File: src/rtl/commit_controller.sv
// commit_controller
//   In-order retire sequencer sitting between the reorder-buffer head and
//   architectural state. It retires the head instruction, writes the register
//   file, performs store writes at commit, and detects branch/JALR mispredicts.
//   A mispredict raises a one-cycle global flush together with a fetch redirect.
//
// Ports
//   clk, rst        clock; synchronous active-high reset
//   commit_*        ROB head: valid, tag, op, rd, value, pc, actual target or
//                   store address, predicted-taken, actual-taken, predicted target
//   commit_ack      head retires this cycle (combinational)
//   rf_we/waddr/wdata/rob_id
//                   register file write port (combinational pass-through of head)
//   st_req/ready/op/addr/data/done
//                   store port; st_req and the st_* fields are registered
//   flush_o, redirect_valid, redirect_pc
//                   registered one-cycle flush and fetch redirect
//   retire_cnt, mispred_cnt
//                   wrapping performance counters
module commit_controller #(
  parameter int PC_INC     = 4,
  parameter int CNT_W      = 32,
  parameter int ROB_ID_W   = 4,
  parameter int OP_W       = 8,
  parameter int REG_ADDR_W = 5,
  parameter int REG_W      = 32,
  parameter int ADDR_W     = 32
) (
  input  logic                  clk,
  input  logic                  rst,
  input  logic                  commit_valid,
  input  logic [ROB_ID_W-1:0]   commit_id,
  input  logic [OP_W-1:0]       commit_op,
  input  logic [REG_ADDR_W-1:0] commit_rd,
  input  logic [REG_W-1:0]      commit_value,
  input  logic [ADDR_W-1:0]     commit_pc,
  input  logic [ADDR_W-1:0]     commit_addr,
  input  logic                  commit_pred,
  input  logic                  commit_outcome,
  input  logic [ADDR_W-1:0]     commit_pred_tgt,
  output logic                  commit_ack,
  output logic                  rf_we,
  output logic [REG_ADDR_W-1:0] rf_waddr,
  output logic [REG_W-1:0]      rf_wdata,
  output logic [ROB_ID_W-1:0]   rf_rob_id,
  output logic                  st_req,
  input  logic                  st_ready,
  output logic [OP_W-1:0]       st_op,
  output logic [ADDR_W-1:0]     st_addr,
  output logic [REG_W-1:0]      st_data,
  input  logic                  st_done,
  output logic                  flush_o,
  output logic                  redirect_valid,
  output logic [ADDR_W-1:0]     redirect_pc,
  output logic [CNT_W-1:0]      retire_cnt,
  output logic [CNT_W-1:0]      mispred_cnt
);

  // Operation encodings shared with the decode stage.
  localparam logic [OP_W-1:0] OP_BEQ  = 8'h51;
  localparam logic [OP_W-1:0] OP_BNE  = 8'h52;
  localparam logic [OP_W-1:0] OP_BLT  = 8'h53;
  localparam logic [OP_W-1:0] OP_BGE  = 8'h54;
  localparam logic [OP_W-1:0] OP_BLTU = 8'h55;
  localparam logic [OP_W-1:0] OP_BGEU = 8'h56;
  localparam logic [OP_W-1:0] OP_SB   = 8'h38;
  localparam logic [OP_W-1:0] OP_SH   = 8'h39;
  localparam logic [OP_W-1:0] OP_SW   = 8'h3a;
  localparam logic [OP_W-1:0] OP_JALR = 8'h4a;

  typedef enum logic [1:0] {
    S_COMMIT,
    S_STORE_REQ,
    S_STORE_WAIT,
    S_FLUSH
  } state_t;

  state_t state;

  logic              is_branch;
  logic              is_store;
  logic              is_jalr;
  logic              br_mispred;
  logic              jalr_mispred;
  logic              mispred;
  logic [ADDR_W-1:0] flush_tgt;
  logic              head_retire;
  logic              store_done;

  // Head classification and mispredict detection.
  always_comb begin
    is_branch    = commit_op inside {OP_BEQ, OP_BNE, OP_BLT, OP_BGE, OP_BLTU, OP_BGEU};
    is_store     = commit_op inside {OP_SB, OP_SH, OP_SW};
    is_jalr      = (commit_op == OP_JALR);
    // A taken/taken branch can still be wrong if the predicted target differs.
    br_mispred   = (commit_pred != commit_outcome) ||
                   (commit_pred && commit_outcome && (commit_pred_tgt != commit_addr));
    jalr_mispred = (commit_pred_tgt != commit_addr);
    mispred      = (is_branch && br_mispred) || (is_jalr && jalr_mispred);
    if (is_jalr || commit_outcome) flush_tgt = commit_addr;
    else                           flush_tgt = commit_pc + ADDR_W'(PC_INC);
  end

  // Retire decisions. Reset masks both paths so nothing retires while the
  // sequencer is being cleared. A st_done seen alongside st_ready completes
  // the store immediately, skipping STORE_WAIT.
  always_comb begin
    head_retire = !rst && (state == S_COMMIT) && commit_valid && !is_store;
    store_done  = !rst && st_done &&
                  ((state == S_STORE_WAIT) || ((state == S_STORE_REQ) && st_ready));
    commit_ack  = head_retire || store_done;
    rf_we       = head_retire && !is_branch && (commit_rd != '0);
    rf_waddr    = commit_rd;
    rf_wdata    = commit_value;
    rf_rob_id   = commit_id;
  end

  always_ff @(posedge clk) begin
    if (rst) begin
      state          <= S_COMMIT;
      st_req         <= 1'b0;
      st_op          <= '0;
      st_addr        <= '0;
      st_data        <= '0;
      flush_o        <= 1'b0;
      redirect_valid <= 1'b0;
      redirect_pc    <= '0;
      retire_cnt     <= '0;
      mispred_cnt    <= '0;
    end else begin
      // Flush is a single-cycle pulse; only the COMMIT mispredict path raises it.
      flush_o        <= 1'b0;
      redirect_valid <= 1'b0;
      if (commit_ack) retire_cnt <= retire_cnt + CNT_W'(1);

      unique case (state)
        S_COMMIT: begin
          if (commit_valid) begin
            if (is_store) begin
              st_req  <= 1'b1;
              st_op   <= commit_op;
              st_addr <= commit_addr;
              st_data <= commit_value;
              state   <= S_STORE_REQ;
            end else if (mispred) begin
              mispred_cnt    <= mispred_cnt + CNT_W'(1);
              redirect_pc    <= flush_tgt;
              flush_o        <= 1'b1;
              redirect_valid <= 1'b1;
              state          <= S_FLUSH;
            end
          end
        end
        S_STORE_REQ: begin
          // st_* stay frozen until the memory accepts the request.
          if (st_ready) begin
            st_req <= 1'b0;
            state  <= st_done ? S_COMMIT : S_STORE_WAIT;
          end
        end
        S_STORE_WAIT: begin
          if (st_done) state <= S_COMMIT;
        end
        S_FLUSH: begin
          // Head is being squashed this cycle; never retire here.
          state <= S_COMMIT;
        end
        default: state <= S_COMMIT;
      endcase
    end
  end

endmodule

File: config.mk
export PLATFORM = sky130hd
export DESIGN_NAME = commit_controller
export DESIGN_NICKNAME = d
export VERILOG_FILES = /design/src/rtl/commit_controller.sv
export SDC_FILE = /design/constraint.sdc
export NUM_CORES = 1
export LEC_CHECK = 0
export CAP_MARGIN = 20
export CORE_MARGIN = 3
export CORE_UTILIZATION = 39
export CTS_BUF_LIST = sky130_fd_sc_hd__clkbuf_4 sky130_fd_sc_hd__clkbuf_8
export CTS_CLUSTER_SIZE = 25
export DETAILED_ROUTE_END_ITERATION = 16
export GPL_TIMING_DRIVEN = 0
export PLACE_DENSITY = 0.78
export SLEW_MARGIN = 20
export SYNTH_ARGS = -nofsm -noshare
export SYNTH_HDL_FRONTEND = slang
export SYNTH_SLANG_ARGS = --single-unit
export TNS_END_PERCENT = 20
File: constraint.sdc
create_clock -name clk -period 2.2 [get_ports clk]
set_clock_uncertainty 0.15 [all_clocks]
set_input_delay 0.22 -clock clk [delete_from_list [all_inputs] [get_ports clk]]
set_output_delay 0.22 -clock clk [all_outputs]
set_load 0.05 [all_outputs]
Figure 1. Gate-type map (run 1).
Scale: 2 px per um.
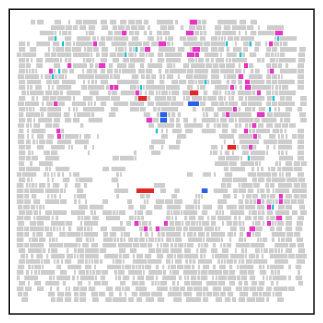
| family | colour | cells |
|---|---|---|
| inverters | cyan | 17 |
| adder and majority cells | red | 4 |
| AND-OR and OR-AND gates | blue | 4 |
| AND and OR gates | magenta | 47 |
most used logic cell in the final layout: clkdlybuf4s50_1
logic share of the area: 33.8%
Post-Layout Cell Count: 1756

Figure 2. Placement view (run 1).
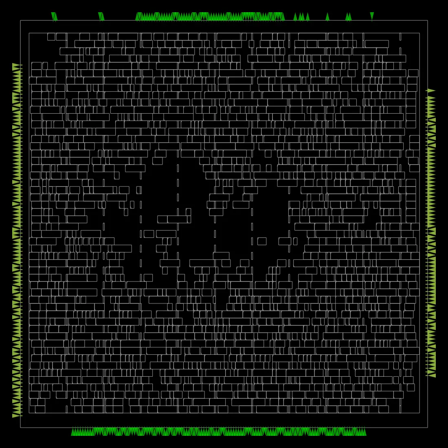
row cnt: 52
fraction of area in registers: 25.6%

==> flow_summary.yaml, run 1 <==
# yosys + openroad results
cts:
  cts-root-buf: "clkbuf_8"
  post_cts_resized: 135
  path_clk_slew_ps: 100
  numClockSinks: 172
  clock_latency_ps: 460
  cts_buffers: 17
  post_cts_buffers: 16
  max-clock-path-buffers: 2
place:
  dp_slack_ps: -1430
  placed_area_um2: 12500
  finalWeightedCongestion: 0.902
  portBuffers: 360
  place_hpwl_um: 24400
  dp.cells: 1665
sta:
  grt_setup_unrepaired: "true"
  finalClockPeriodUsage_pct: 103
  layout_setup_ws_ps: -69.9
  hold_viol_final: 0
  holdWs_ps: 14.4
  finalMaxSlewViolations: 0
  finalCriticalPeriod_ps: 2270
  setup_viol: 8
  slew_headroom_pct: 54.8
  clock.fmax_ghz: 0.441
synth:
  ff_type: "dfxtp_1"
  logic_family: "simple AND/OR/NAND/NOR gates"
  yosys.area.top_type: "dfxtp_1"
  ys_sh_adder_pct: 0.605
  mux_area_share_pct: 0.499
  synthTopCellsByArea: "dfxtp_1, nand2_1, a21oi_1"
  ys_ff: 172
  synth_stat.cells: 1035
  synth-edff-count: 0
  async_reset_ff_share_pct: 0
  synthCells: 1035
  ys_warn_count: 0
  yosys-top-cells-count: "nand2_1, dfxtp_1, a21oi_1"
  yosys_area_um2: 8270
  avgSynthCellArea_um2: 7.99
  yosysUniqueCellTypes: 49
  syn_area_um2: 8270
grt:
  gr-max-usage-layer: "met2"
  grt_pass1_wl_um: 48100
  overflow: 0
  met3_usage_pct: 7.20
  grt_max_degree: 20
  antenna_found_initial: 5
  use_met2_pct: 47.1
  grt_pass1_vias: 8829
finish:
  final-comb-area_um2: 4660
  area_growth_pct: 66.8
  final_util_pct: 67.1
  bufAreaShareNonClock_pct: 34.5
  seq_area_um2: 3540
  fillers: 1696
  clkbuf_count: 18
  seq_cells: 172
  final_cell_mix: "clkdlybuf4s50_1, nand2_1, dfxtp_1"
  num-multi-input-gates: 744
  post-route-cell-area_um2: 13800
  signal_buffers: 517
  layout.nets: 1625
  area_dominant_class: "non-clock buffers"
  inv_count: 17
  clk_share_pct: 3.07
  diodes: 4
power:
  powerComb_mw: 1.19
  top_power_group: "sequential cells"
  power_mw: 6.77
  power_density_nw_per_um2: 490
  powerClk_mw: 2.43
  p_clk_share_pct: 35.9
worst_setup_path:
  crit_path_end_kind: "flip-flop"
  setup.worst_path.start_class: "flip-flop"
  critPathMaxFanout: 4
  critPathRequiredTime_ps: 2370
  crit_type: "reg -> reg"
outcome:
  outcome: "finished, violations left"
  violations: "negative setup slack"
drt:
  drc: 0
  dr.pass1.iters: 5
  routed-wl-met2_um: 16200
  wl_met1_um: 12900
  antenna_left: 0
  vias_per_cell: 5.12
  wl_met3_um: 2760
  highest_layer: "met4"
die:
  initCoreUtil_pct: 40.2
  pin_count: 366
  die_w_um: 152
  die_h_um: 152
  tapCellCount: 270
  die-area_um2: 23000
min_path:
  worstHoldPathCells: 3
  hp-class: "in -> reg"
run:
  max-cap-violations: 0
Figure 3. Wire density map (run 1).
Scale: 2 px per um. The die is cut into 30 by 30 equal tiles; dark purple is low, yellow is high, scaled to the fullest tile. Values are wire area over tile area, all layers added.
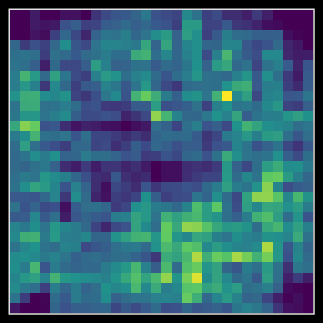
fullest tile: 0.63
nearly empty tiles: 3.6%
densest ninth of the die: south
emptiest ninth of the die: centre
vias: 8992
gr usage total: 26.9%
Routed WL per cell: 18.5 um
WL final: 32400 um

run 1: critical path, stage by stage (launching register included):
cell	delay [ps]
dfxtp_4	380
nand4_1	130
or4_4	550
nor4_4	200
nand4_1	220
a2111oi_2	290
xnor2_1	160
nor2_1	60
run 1: path summary, 6_finish.rpt:
path                                      from  slack (ps)                           end
setup / recovery  mispred_cnt[17]$_SDFFE_PP0P_         -70  mispred_cnt[30]$_SDFFE_PP0P_
setup reg to reg  mispred_cnt[17]$_SDFFE_PP0P_         -70  mispred_cnt[30]$_SDFFE_PP0P_
hold reg to reg   redirect_pc[18]$_SDFFE_PP0P_         310  redirect_pc[18]$_SDFFE_PP0P_
hold / removal                 commit_addr[13]          10  redirect_pc[13]$_SDFFE_PP0P_
Figure 4. Signal wires by layer (run 1).
Scale: 2 px per um. Two of the layers only.
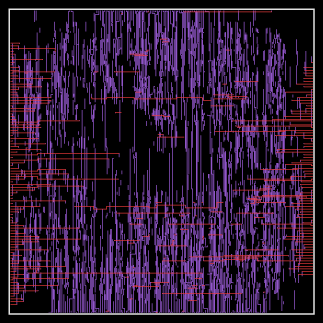

==> run 1 -> run 2 <==
--- a/config.mk
+++ b/config.mk
@@ -6,6 +6,7 @@
 export NUM_CORES = 1
 export LEC_CHECK = 0
 export CAP_MARGIN = 20
+export CORE_ASPECT_RATIO = 1.5
 export CORE_MARGIN = 3
 export CORE_UTILIZATION = 39
 export CTS_BUF_LIST = sky130_fd_sc_hd__clkbuf_4 sky130_fd_sc_hd__clkbuf_8
==> constraint.sdc (replaced) <==
create_clock -name clk -period 2.2 [get_ports clk]
set_clock_uncertainty 0.15 [all_clocks]
set_input_delay 0.22 -clock clk [delete_from_list [all_inputs] [get_ports clk]]
set_output_delay 0.22 -clock clk [all_outputs]
set_load 0.005 [all_outputs]
Figure 5. Signal wires by layer (run 2).
Scale: 2 px per um. Two of the layers only.
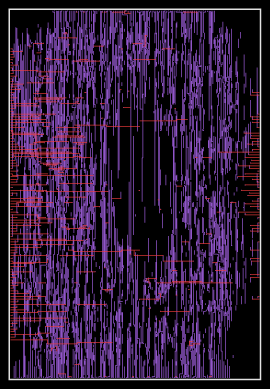
| layer | colour | wire length |
|---|---|---|
| met2 | purple | 18500 um |
| met3 | red | 2130 um |
gr usage total: 26.6%
Routed WL per cell: 19.8 um

Figure 6. Wire density map (run 2).
Scale: 1.5 px per um. The die is cut into 25 by 37 equal tiles; dark purple is low, yellow is high, scaled to the fullest tile. Values are wire area over tile area, all layers added.
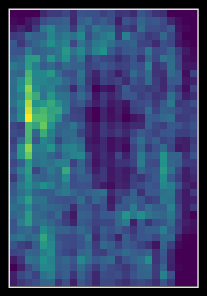
emptiest ninth of the die: centre
densest ninth of the die: west
nearly empty tiles: 4.3%
fullest tile: 0.95
tiles over half the peak: 5.6%
WL final: 34800 um
vias: 9263

Figure 7. Close-up of the layout (run 2).
Window x 47 to 77, y 77 to 107 um. Cells in grey, sequential cells in the stronger grey; small squares are vias.
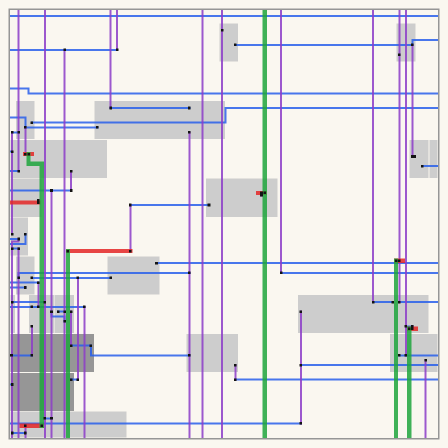
| layer | colour |
|---|---|
| met1 | blue |
| met4 | green |
| met3 | red |
| met2 | purple |
most frequent: clkbuf_1 (3), clkbuf_16 (3), clkdlybuf4s50_1 (3)
netlist names of flops here include: redirect_pc (2)
cells with their middle in the window: 19
sequential cells in the window: 2

==> run 2 against run 1 <==
The run still ends with negative setup slack left. Non-clock buffer count is 10 higher. Power is 6.5% lower. Clock-buffer cell count is 4 higher. Hold slack worse by 3.3 ps. Synthesized area stayed put. Largest cell class unchanged.
==> flow_summary.yaml, run 2 <==
# yosys + openroad results
place:
  dp.cells: 1659
  placed_area_um2: 12300
  place_hpwl_um: 25200
  dp_slack_ps: -1380
  finalWeightedCongestion: 0.909
synth:
  ys_warn_count: 0
  syn_area_um2: 8270
  avgSynthCellArea_um2: 7.99
  synthTopCellsByArea: "dfxtp_1, nand2_1, a21oi_1"
  mux_area_share_pct: 0.499
  ys_ff: 172
  synthCells: 1035
  yosys-top-cells-count: "nand2_1, dfxtp_1, a21oi_1"
  async_reset_ff_share_pct: 0
  synth-edff-count: 0
  yosys_area_um2: 8270
  ys_sh_adder_pct: 0.605
power:
  powerClk_mw: 2.15
  power_mw: 6.33
  power_density_nw_per_um2: 450
worst_setup_path:
  critPathMaxFanout: 10
  crit_type: "in -> reg"
  regToRegSetupSlack_ps: -210
  r2r-start: "state[1]$_SDFFE_PP0P_"
  timing.rr.end: "mispred_cnt[26]$_SDFFE_PP0P_"
  critPathRequiredTime_ps: 2370
min_path:
  whs_endpoint: "redirect_pc[26]$_SDFFE_PP0P_"
  worstHoldPathCells: 3
  hp-class: "in -> reg"
  min_from: "commit_addr[26]"
cts:
  max-clock-path-buffers: 2
  cts_buffers: 17
  cts-root-buf: "clkbuf_8"
drt:
  wl_met3_um: 2130
  highest_layer: "met4"
  dr.pass1.iters: 5
  antenna_left: 0
  routed-wl-met2_um: 18500
  vias_per_cell: 5.28
grt:
  gr-max-usage-layer: "met2"
  antenna_found_initial: 0
  use_met2_pct: 49.0
  grt_pass1_wl_um: 48100
  grt_max_degree: 17
  overflow: 0
  met3_usage_pct: 6.47
finish:
  final_cell_mix: "clkdlybuf4s50_1, nand2_1, dfxtp_1"
  layout.nets: 1635
  post-route-cell-area_um2: 14000
  area_growth_pct: 69.9
  diodes: 0
  stdcell_count: 1756
sta:
  hold_viol_final: 0
  setup_viol: 71
  grt_setup_unrepaired: "true"
  finalCriticalPeriod_ps: 2410
  layout_setup_ws_ps: -209
  finalClockPeriodUsage_pct: 110
die:
  rows: 64
  die_h_um: 184
  die_w_um: 125
  initCoreUtil_pct: 40.2
outcome:
  outcome: "finished, violations left"
  violations: "negative setup slack"
## run 2: cell counts after synthesis
No cell type changed its count.
## run 2: critical path: stages
cell and delay, ps:
clkdlybuf4s50_1 470, xor2_1 330, nor4_2 100, nand4_1 140
buf_6 140, o2111ai_4 170, buf_6 170, buf_4 190
a2111oi_4 350, xnor2_1 210, nor2_1 80
## run 2: area by class of cell
class	count	area (um^2)
Buffer	101	729
Timing Repair Buffer	426	4330
Clock buffer	22	290
Sequential cell	172	3490
Fill cell	1607	6530
Tap cell	264	330
Multi-Input combinational cell	744	4730
Clock inverter	10	80.1
Inverter	17	63.8
## run 2: repair_timing
action                                 in CTS  in global routing
pin swaps                                  41                 43
gates resized                             110                144
gates cloned                                2                  4
hold buffers                                0                 25
buffers inserted                           15                 21
endpoints found under the hold margin       0                 25
setup endpoints to repair                 171                157
No activity file was given, so power comes from the tool's default toggle rates.
